Design fetch_pc_controller, sky130hd; sources not shown.
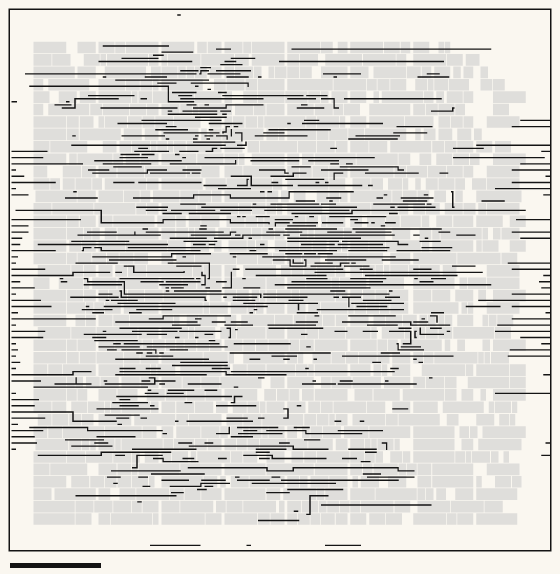
Run 1: M3 wires
Bar = 20 um.
nets with wire on the layer: 337
main direction: horizontal
longest straight run: 57.0 um
routed vias: 7706
GR Util met3: 10.9%
wire length after detailed routing: 32400 um

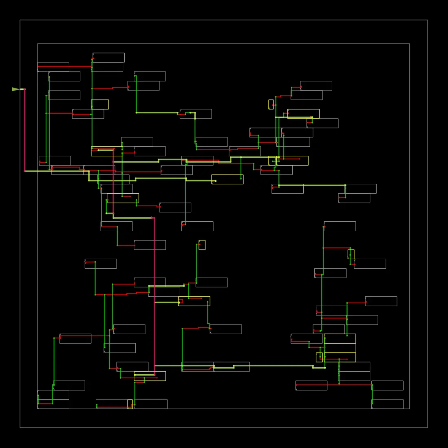
Run 1: clock wiring as the flow saved it
Layout clock buffers: 12
power drawn by the clock network: 0.00144 W
insertion delay to the later sink of the worst-skew pair: 0.35 ns

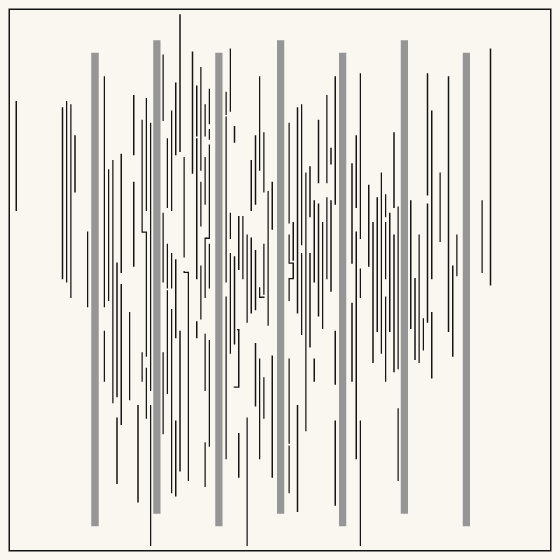
Run 1: M4 wires
Supply wires on this layer in gray.
share of all routed wire: 9.2%
main direction: vertical
wire length on this layer: 2970 um
longest straight run: 58.5 um
nets with wire on the layer: 124

==> commit_impl_results.txt <==
Store results of the implementation flow

- The flow ran to the end, but the final reports show violations.
- The final reports fail on setup timing.
- The internal portion of the total power is 0.00405 W.
- Placeable Area: between 10000 and 15000 sq um
- The global routing report lists combined usage of all routing layers as about two fifths.
- Count of unresolved DRC violations after routing: 0
- Library cells used by synthesis: 60
- Most common cell in the netlist: sky130_fd_sc_hd__nand2_1
- After synthesis, the share of cell area in mux cells is a little under a fifth.
* Mi-comb count: around 500
* Post-synthesis instance total: about 630
- In this run, post-CTS hold repair placed 0 buffers.
- Global route total overflow: 0
- Area of the die: 14000 sq um
- Setup repair after global routing could not meet its margin everywhere.
* Diode insertion count for antenna repair: 0
* Comb gate area: 4840 sq um
- Hold timing on the final database bottoms out at a slack of around 0.14 ns.
* Xor+xnor area frac: approximately 4.2%
* Combinational power share: 52.8%
- Summed over all instances, the cell type with the most area after synthesis is sky130_fd_sc_hd__dfrtp_1.
* Share of async-settable or async-resettable flops after synthesis: 100%
- The final layout report lists a non-clock inverter count of 4.
- Initial antenna violation count: 0
- Total of max-cap violations: 0
- Row Count: 39
- Port-buffer cells: roughly 130
- For the worst flop-to-flop path, the logic depth is 7.
- The worst path in the final design needs a cycle of around 2.7 ns, including I/O delays and setup.
* Area fraction of clock buffers and clock inverters: 2.54%
* Ys cells: 628
* Power share of the sequential group: 26.5%
- Achievable frequency: roughly 0.37 GHz
- The via count of the first global-routing pass came to between 7000 and 8000.
* Placement-stage worst setup slack: -0.748 ns
* Synthesis-stage register bit count: 64
- For reference, full adder, half adder and majority cells occupy less than 1% of the area reported after synthesis.
- The post-synth count of flops with an enable pin is 0.
* Detailed-router iteration count before antenna repair: 8
* Post-route cell area: between 10000 and 15000 sq um
- Total power for the finished layout comes to 0.00697 W.
- Total count of hold-check failures in the final report: 0
- Number of tapcells: between 100 and 150
- Post-detail-place hpwl: about 17000 um
- The final critical path takes up 128% of the cycle.
- Share of the core filled with cells in the final layout: between 90% and 100%
- Number of placed I/O pins: 138
- Height of the die: 118 um
- Total negative slack for setup checks: -13.29 ns
- Looking at the max-slew report, the worst-margin pin has a slew of approximately 0.75 ns.
* Arrival time worst endpoint: approximately 2.4 ns
- The first global-routing pass estimated between 40000 and 50000 um of wire.
- Registers represent a cell area share of 15.3%.
- At the worst endpoint, the required time is ~1.8 ns.
* Post-Syn Area per Cell: around 8.6 sq um
- The longest clock path from root to sink contains 2 buffers.
* Setup slack after layout: -0.591 ns
* Levels on crit path: 8
- The cell-mix breakdown from Yosys lists the simple-gate area share as around a quarter.
- In this run the clock root is driven by a sky130_fd_sc_hd__clkbuf_16.
- TritonCTS built the clock tree.
* Reg area: approximately 1600 sq um
- In this run, the synthesized area fraction spent on AND-OR/OR-AND gates is recorded as between 10% and 20%.
* Chip Width: 118 um
- LEAKAGE: about 4.1 nW
- Top cells by count: 67 x sky130_fd_sc_hd__nand2_1, 64 x sky130_fd_sc_hd__dfrtp_1, 54 x sky130_fd_sc_hd__mux2_2, 42 x sky130_fd_sc_hd__nor2_1, 36 x sky130_fd_sc_hd__a21oi_1
- Cell total after placement: 996
* Post-Synthesis Cell Area: 5400 sq um
- Worst min path class: in2async
* Count of yosys warnings during synthesis: 0
- Clock tree synthesis inserted a total of 9 buffers.
* Max IR drop VDD: roughly 0.00056 V
* Switch share: approximately two fifths
- Wire length per cell: a little over 30 um
- Share of post-route cells with drive strength above 1: roughly 57%
- Max H-tree Level: 3
* Post-route insts no fill: 1051
- Pwr/cell area: around 660 nW/um^2
* Yosys top cell area share: a little under 30%
* Share of the yosys chip area belonging to registers: between 20% and 30%
- Comb/total area: between 40% and 50%
* Crit-path slowest cell: sky130_fd_sc_hd__dfrtp_1
* Sequential cell count: between 60 and 70
- Final Setup Violations: 38
- Once detail routing completed, the nets flagged for antenna violations numbered 0.
- The area growth from synthesis to layout is 94.4%.
- Sw Pwr: roughly 0.0029 W
- Initial core utilization: a little under half
- Slew Limit Headroom: around 50%
- STA classifies the critical path endpoint as a primary output.
- R2R Setup Slk: 0.02 ns
* Area after DPL: ~9000 sq um
- The worst setup path is launched from a flip-flop.
- Looking at the cell usage after synthesis, the top flip-flop cell is sky130_fd_sc_hd__dfrtp_1.
- Critical path fanouts, max: 4
- In the final layout, the fill cell count is between 300 and 400.
* Critical path buffer and inverter count: 3
- Per report_power, the clock group accounts for 20.7% of the total.
- Final-report max-slew violation count: 0
- Top logic cell family in the synthesized netlist: simple AND/OR/NAND/NOR gates
- Worst setup path category: reg2out
* DR iter-0 viols: 1131
- Post-synthesis, Yosys gives the total cell area as 5400 sq um.
* Largest cells by area after synthesis: sky130_fd_sc_hd__dfrtp_1 30%, sky130_fd_sc_hd__mux2_2 11%, sky130_fd_sc_hd__mux2i_1 5.9%
- GPL Wtd Cong: approximately 0.95
- Clock skew on the completed layout was measured at slightly above 0.01 ns.
* Tool warning count: 31
- Layout Nets: ~970
- Non-clock buffer instance count of the final layout: between 300 and 400
* Clock input transition at the sequential cells of the worst setup and hold paths: ~0.06 ns
* Max reg flops: 32
* Non-clock buffer share of cell area: approximately a third
- By area, logic gates come first.
- The clock tree has to reach approximately 64 sinks.
- The cell family contributing the most delay on the critical path is AND-OR/OR-AND gates.
- Mean number of vias per cell: about 7.3
* Largest net degree at the start of global routing: 58
- Critical path, cell by cell: buf_6, and3_4, nand4_1, buf_4, o31ai_1, a21oi_4, a2bb2oi_4, buf_12
- Crit path largest cell delay: roughly 0.44 ns
run 1: routing by layer:
metal / share of wire [%] / GRT usage, %
met4: 9.2 / 23.9
met2: 45 / 62.0
met3: 13 / 10.9
met1: 33 / 43.8
met5: 0 / 0
run 1: repair_timing:
action                                  in CTS  in global routing
resized                                    162                 83
pin swaps                                   64                 61
buffers inserted                            22                 21
gates cloned                                 3                  1
endpoints found under the setup margin      50                 50
run 1: power by group through the flow:
stage,sequential [W],combinational [W],clock (W)
final,0.00184,0.00368,0.00144
after global routing,0.00185,0.00377,0.00149
after global placement,0.00175,0.00280,0
after detailed placement,0.00178,0.00287,0
after floorplan,0.00175,0.00154,0
after CTS,0.00177,0.00314,0.00139
run 1: cells in the final DEF, fill, tap and decap left out, types with 8 or more instances in the layout:
cell,netlist,final
sky130_fd_sc_hd__buf_6,0,30
sky130_fd_sc_hd__mux2i_1,32,23
sky130_fd_sc_hd__o21ai_1,1,10
sky130_fd_sc_hd__clkdlybuf4s50_1,0,45
sky130_fd_sc_hd__nor4_2,0,8
sky130_fd_sc_hd__mux2_2,54,54
sky130_fd_sc_hd__a31oi_1,12,10
sky130_fd_sc_hd__o31a_1,10,10
sky130_fd_sc_hd__dfrtp_1,64,61
sky130_fd_sc_hd__nor2_4,0,8
sky130_fd_sc_hd__nand3_1,26,19
sky130_fd_sc_hd__nand4_1,18,18
sky130_fd_sc_hd__nand2_1,67,63
sky130_fd_sc_hd__a21oi_1,36,21
sky130_fd_sc_hd__nor2_2,0,27
sky130_fd_sc_hd__clkbuf_16,0,10
sky130_fd_sc_hd__nor3_4,1,12
sky130_fd_sc_hd__buf_12,0,71
sky130_fd_sc_hd__dlygate4sd2_1,0,16
sky130_fd_sc_hd__a21oi_4,0,8
sky130_fd_sc_hd__xnor2_1,19,12
sky130_fd_sc_hd__buf_4,7,140
No activity file was given, so power comes from the tool's default toggle rates.
